==> config.mk <==
export PLATFORM = sky130hd
export DESIGN_NAME = hero_write_gather_flat
export DESIGN_NICKNAME = d
export VERILOG_FILES = /design/src/rtl/hero_write_gather_if.sv /design/src/rtl/hero_write_gather.sv /design/src/flat_wrapper.sv
export SDC_FILE = /design/constraint.sdc
export NUM_CORES = 1
export LEC_CHECK = 0
export CAP_MARGIN = 20
export CORE_MARGIN = 2
export CORE_UTILIZATION = 50
export DETAILED_ROUTE_END_ITERATION = 7
export HOLD_SLACK_MARGIN = 0.06
export PLACE_DENSITY = 0.72
export SLEW_MARGIN = 20
export SYNTH_ARGS = -nofsm -noshare
export SYNTH_HDL_FRONTEND = slang
export SYNTH_SLANG_ARGS = --single-unit
==> constraint.sdc <==
create_clock -name clk -period 18 [get_ports clk]
set_clock_uncertainty 0.2 [all_clocks]
set_input_delay 3.6 -clock clk [delete_from_list [all_inputs] [get_ports clk]]
set_output_delay 3.6 -clock clk [all_outputs]
set_load 0.005 [all_outputs]
**Run 1: cells by drive strength**

Scale: 2 px per micron.
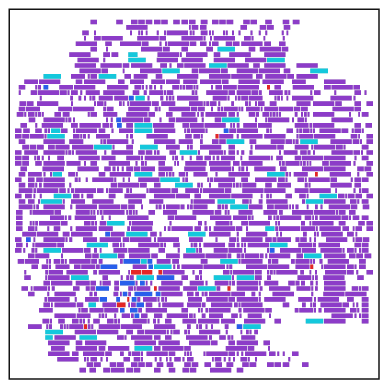
| color | size | cells | most used |
|---|---|---|---|
| blue | drive 3 to 4 | 27 | buf_4 |
| red | drive 2 | 12 | clkinv_2 |
| purple | drive 1 or less | 1409 | edfxtp_1 |
| cyan | drive 6 and up | 56 | clkbuf_16 |
Buffers excl. clock: 190
cell area after layout: 19600 sq um

**Run 1: placement by cell class**

Scale: 2 px per micron. Fill, decap, tap and diode cells in gray.
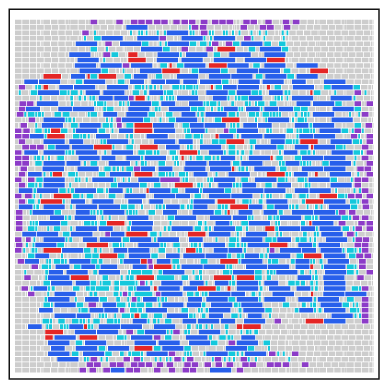
| color | class | cells | share of their area |
|---|---|---|---|
| cyan | all other logic | 833 | 26% |
| purple | other buffers and delay cells | 190 | 9.9% |
| blue | flip-flops | 405 | 57% |
| red | clock drivers and dummy loads | 76 | 7.2% |
Finished Core Util: 61.8%
Placeable Area: 31700 sq um
sequential fraction of total cell area: 55.1%
placement row count: 65

**Run 1: routing congestion**

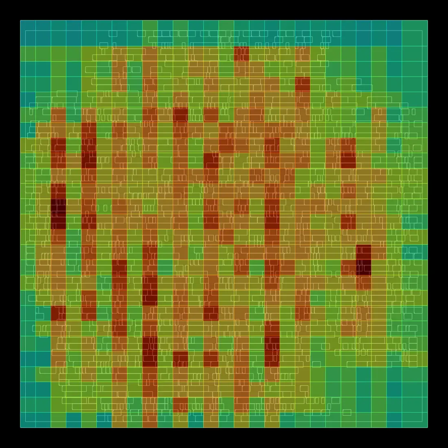
global router's overall resource usage: 23.0%
GR Layer Usage met3: 3.04%
global routing's busiest layer: met2
global-route met1 utilization: 31.2%
mean routed wirelength per cell: 20.7 microns

==> out/summary.log, run 1 <==
INFO  routing        detail_route.wirelength=39.4mm
INFO  routing        routed-via-count=10900
INFO  critical_path  slack_of_the_worst_reg_to_reg_path=14.56ns
INFO  finish         final_common_cell=sky130_fd_sc_hd__edfxtp_1
INFO  synthesis      yosysTopAreaCell=sky130_fd_sc_hd__edfxtp_1
INFO  finish         buf_share=9.62%
INFO  routing        top_layer=met4
INFO  finish         final_net_count=1516
INFO  finish         layout-drive-gt1-share=6.32%
INFO  global_routing grt_start_max_net_pins=107
INFO  routing        drt_iter0_drc=1136
INFO  routing        detail-route-antenna-nets=0
INFO  clocking       cts-buffers-inserted=41
INFO  synthesis      synth_nets=1392
INFO  synthesis      yosys_area=16200squm
INFO  hold_path      min-delay-path-class=register to register
INFO  final_timing   pin_slew_with_the_least_headroom_to_its_limit=1.08ns
INFO  critical_path  critPathRequiredTime=14.20ns
INFO  place          postPlaceCellArea=18200squm
INFO  critical_path  critical_path_arrival=5.06ns
INFO  global_routing grt_use_met2=38.2%
INFO  clocking       clockRootBuffer=sky130_fd_sc_hd__clkbuf_16
INFO  final_timing   finalSetupTns=0ns
INFO  routing        m1WireLength=16.4mm
INFO  synthesis      enable_flop_cells=268
INFO  run_status     status=completed
INFO  synthesis      dominantRegCellSynth=sky130_fd_sc_hd__edfxtp_1
INFO  synthesis      yosysWarningCount=0
INFO  floorplan      tap_cells=402
INFO  final_timing   timing.slew.headroom=27.9%
INFO  clocking       clock-sinks=405
INFO  power          total_leakage_power=0.00631uW
INFO  final_timing   setup_slack=9.14ns
INFO  critical_path  crit_end_element=output pin
INFO  clocking       clk_path_buf_depth=3
INFO  routing        wl_met3=2.83mm
INFO  clocking       clk_latency=0.54ns
INFO  final_timing   max_freq=113MHz
INFO  floorplan      die_x=184microns
INFO  routing        post-route-drc-count=0
INFO  finish         sequential_cell_area=10800squm
INFO  finish         area_growth=20.8%
INFO  place          io_buffer_count=175
INFO  clocking       postCtsSetupRepairBufs=0
INFO  synthesis      most_common_cell=sky130_fd_sc_hd__edfxtp_1
INFO  critical_path  r2r.worst_path.cells=5
INFO  final_timing   grt_setup_unrepaired=no
INFO  synthesis      synth.distinct_cells=30
INFO  flow_run       total_of_max_cap_violations=0
INFO  finish         comb_area_share=25.5%
## run 1: cells by family (layout without fill, tap and decap cells)
logic type / count (synthesis) / in the layout / synth area share [%]
muxes: 134 / 134 / 8.27
adders and majority gates: 8 / 8 / 0.617
xor gates and xnor gates: 3 / 3 / 0.162
AOI/OAI and AO/OA: 235 / 235 / 10.3
DFF: 405 / 405 / 66.5
buffers and inverters: 119 / 276 / 3.12
and+or+nand+nor: 443 / 443 / 11.1
## run 1: critical path, stage by stage
cell and delay, ns:
sky130_fd_sc_hd__clkdlybuf4s50_1 0.50, sky130_fd_sc_hd__nor3b_4 0.35, sky130_fd_sc_hd__inv_2 0.14, sky130_fd_sc_hd__clkdlybuf4s50_1 0.47
## run 1: power by group
group,switching (uW),internal (uW)
Clock,346,506
Sequential,30.6,1030
Combinational,238,212
==> run 1 -> run 2 <==
--- a/config.mk
+++ b/config.mk
@@ -10,7 +10,7 @@
 export CORE_UTILIZATION = 50
 export DETAILED_ROUTE_END_ITERATION = 7
 export HOLD_SLACK_MARGIN = 0.06
-export PLACE_DENSITY = 0.72
+export PLACE_DENSITY = 0.75
 export SLEW_MARGIN = 20
 export SYNTH_ARGS = -nofsm -noshare
 export SYNTH_HDL_FRONTEND = slang
==> constraint.sdc (replaced) <==
create_clock -name clk -period 7.4 [get_ports clk]
set_clock_uncertainty 0.2 [all_clocks]
set_input_delay 1.48 -clock clk [delete_from_list [all_inputs] [get_ports clk]]
set_output_delay 1.48 -clock clk [all_outputs]
set_load 0.005 [all_outputs]
==> out/summary.log, run 2 <==
INFO  synthesis      synth.distinct_cells=30 [unchanged]
INFO  power          p_seq=2580uW [+140%]
INFO  final_timing   pin_slew_with_the_least_headroom_to_its_limit=1.10ns [+0.0176 ns]
INFO  finish         sequential_cell_area=10800squm [unchanged]
INFO  critical_path  critical_path_arrival=3.20ns [-1.86 ns]
INFO  routing        routed-via-count=10900 [-0.57%]
INFO  routing        detail_route.wirelength=38.7mm [-2.0%]
INFO  hold_path      min-delay-path-class=register to register
INFO  run_status     status=completed
INFO  critical_path  slowest_delay=1.03ns [+0.53 ns]
INFO  power          clkPwrFrac=35.9% [-0.2 points]
INFO  synthesis      enable_flop_cells=268 [unchanged]
INFO  power          maxPowerGroup=registers
INFO  critical_path  path_buffers=2 [-1]
INFO  finish         comb_area_share=25.4% [-0.078 points]
INFO  synthesis      dominantRegCellSynth=sky130_fd_sc_hd__edfxtp_1
INFO  critical_path  critPathRequiredTime=5.72ns [-8.48 ns]
INFO  final_timing   max_freq=205MHz
INFO  critical_path  slack_of_the_worst_reg_to_reg_path=4.22ns [-10.34 ns]
INFO  final_timing   finalSetupTns=0ns [unchanged]
INFO  finish         final_common_cell=sky130_fd_sc_hd__edfxtp_1
INFO  power          p_int=4260uW [+140%]
INFO  power          seq_power_share=45.2% [+0.3 points]
INFO  floorplan      die_x=184microns [unchanged]
INFO  clocking       clk_path_buf_depth=3 [unchanged]
INFO  floorplan      rows=65 [unchanged]
INFO  routing        drt_iter0_drc=1045 [-8.0%]
INFO  routing        detail-route-antenna-nets=0 [unchanged]
INFO  clocking       postCtsSetupRepairBufs=0 [unchanged]
INFO  floorplan      placeableCoreArea=31700squm [unchanged]
INFO  finish         final_net_count=1514 [-0.13%]
INFO  finish         buf_share=9.79% [+0.17 points]
INFO  synthesis      yosys_area=16200squm [unchanged]
INFO  clocking       clock-sinks=405 [unchanged]
INFO  global_routing grt_use_total=22.5% [-0.51 points]
INFO  final_timing   timing.slew.headroom=26.7% [-1.2 points]
INFO  place          postPlaceCellArea=18200squm [about the same]
INFO  routing        routed_wire_length_per_instance=20.3microns [-1.8%]
INFO  finish         non_clock_buffer_count=189 [-0.53%]
INFO  clocking       clk_latency=0.53ns [about the same]
==> run 2: cell types whose count changed in the layout (fill, tap and decap cells not counted), sizes merged <==
cell / change
clkbuf: -2
buf: -1
bufinv: +1
clkinvlp: -1
==> run 2: logic make-up after synthesis <==
logic type	after synthesis	synth area share, %
xor gates and xnor gates	3	0.162
DFF	405	66.5
AOI/OAI and AO/OA	235	10.3
and+or+nand+nor	443	11.1
adders and majority gates	8	0.617
muxes	134	8.27
buffers and inverters	119	3.12
==> run 2: routing by layer <==
layer  vias to the layer above  global-route usage (%)  share of wire, %
li1                       5085                       -                 -
met3                        64                    3.60               8.7
met2                       490                    37.6                48
met4                         0                    8.10               3.0
met5                         -                       0                 0
met1                      5218                    29.9                40
**Run 2: placement by cell class**

Scale: 2 px per micron. Fill, decap, tap and diode cells in gray.
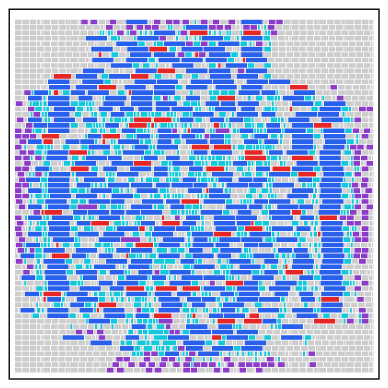
| color | class | cells | share of their area |
|---|---|---|---|
| blue | flip-flops | 405 | 57% |
| cyan | all other logic | 833 | 26% |
| purple | other buffers and delay cells | 189 | 10% |
| red | clock drivers and dummy loads | 74 | 7.1% |
cell area after layout: 19600 sq um
Finished Core Util: 61.8%
sequential fraction of total cell area: 55.1%

No activity file was given, so power comes from the tool's default toggle rates.
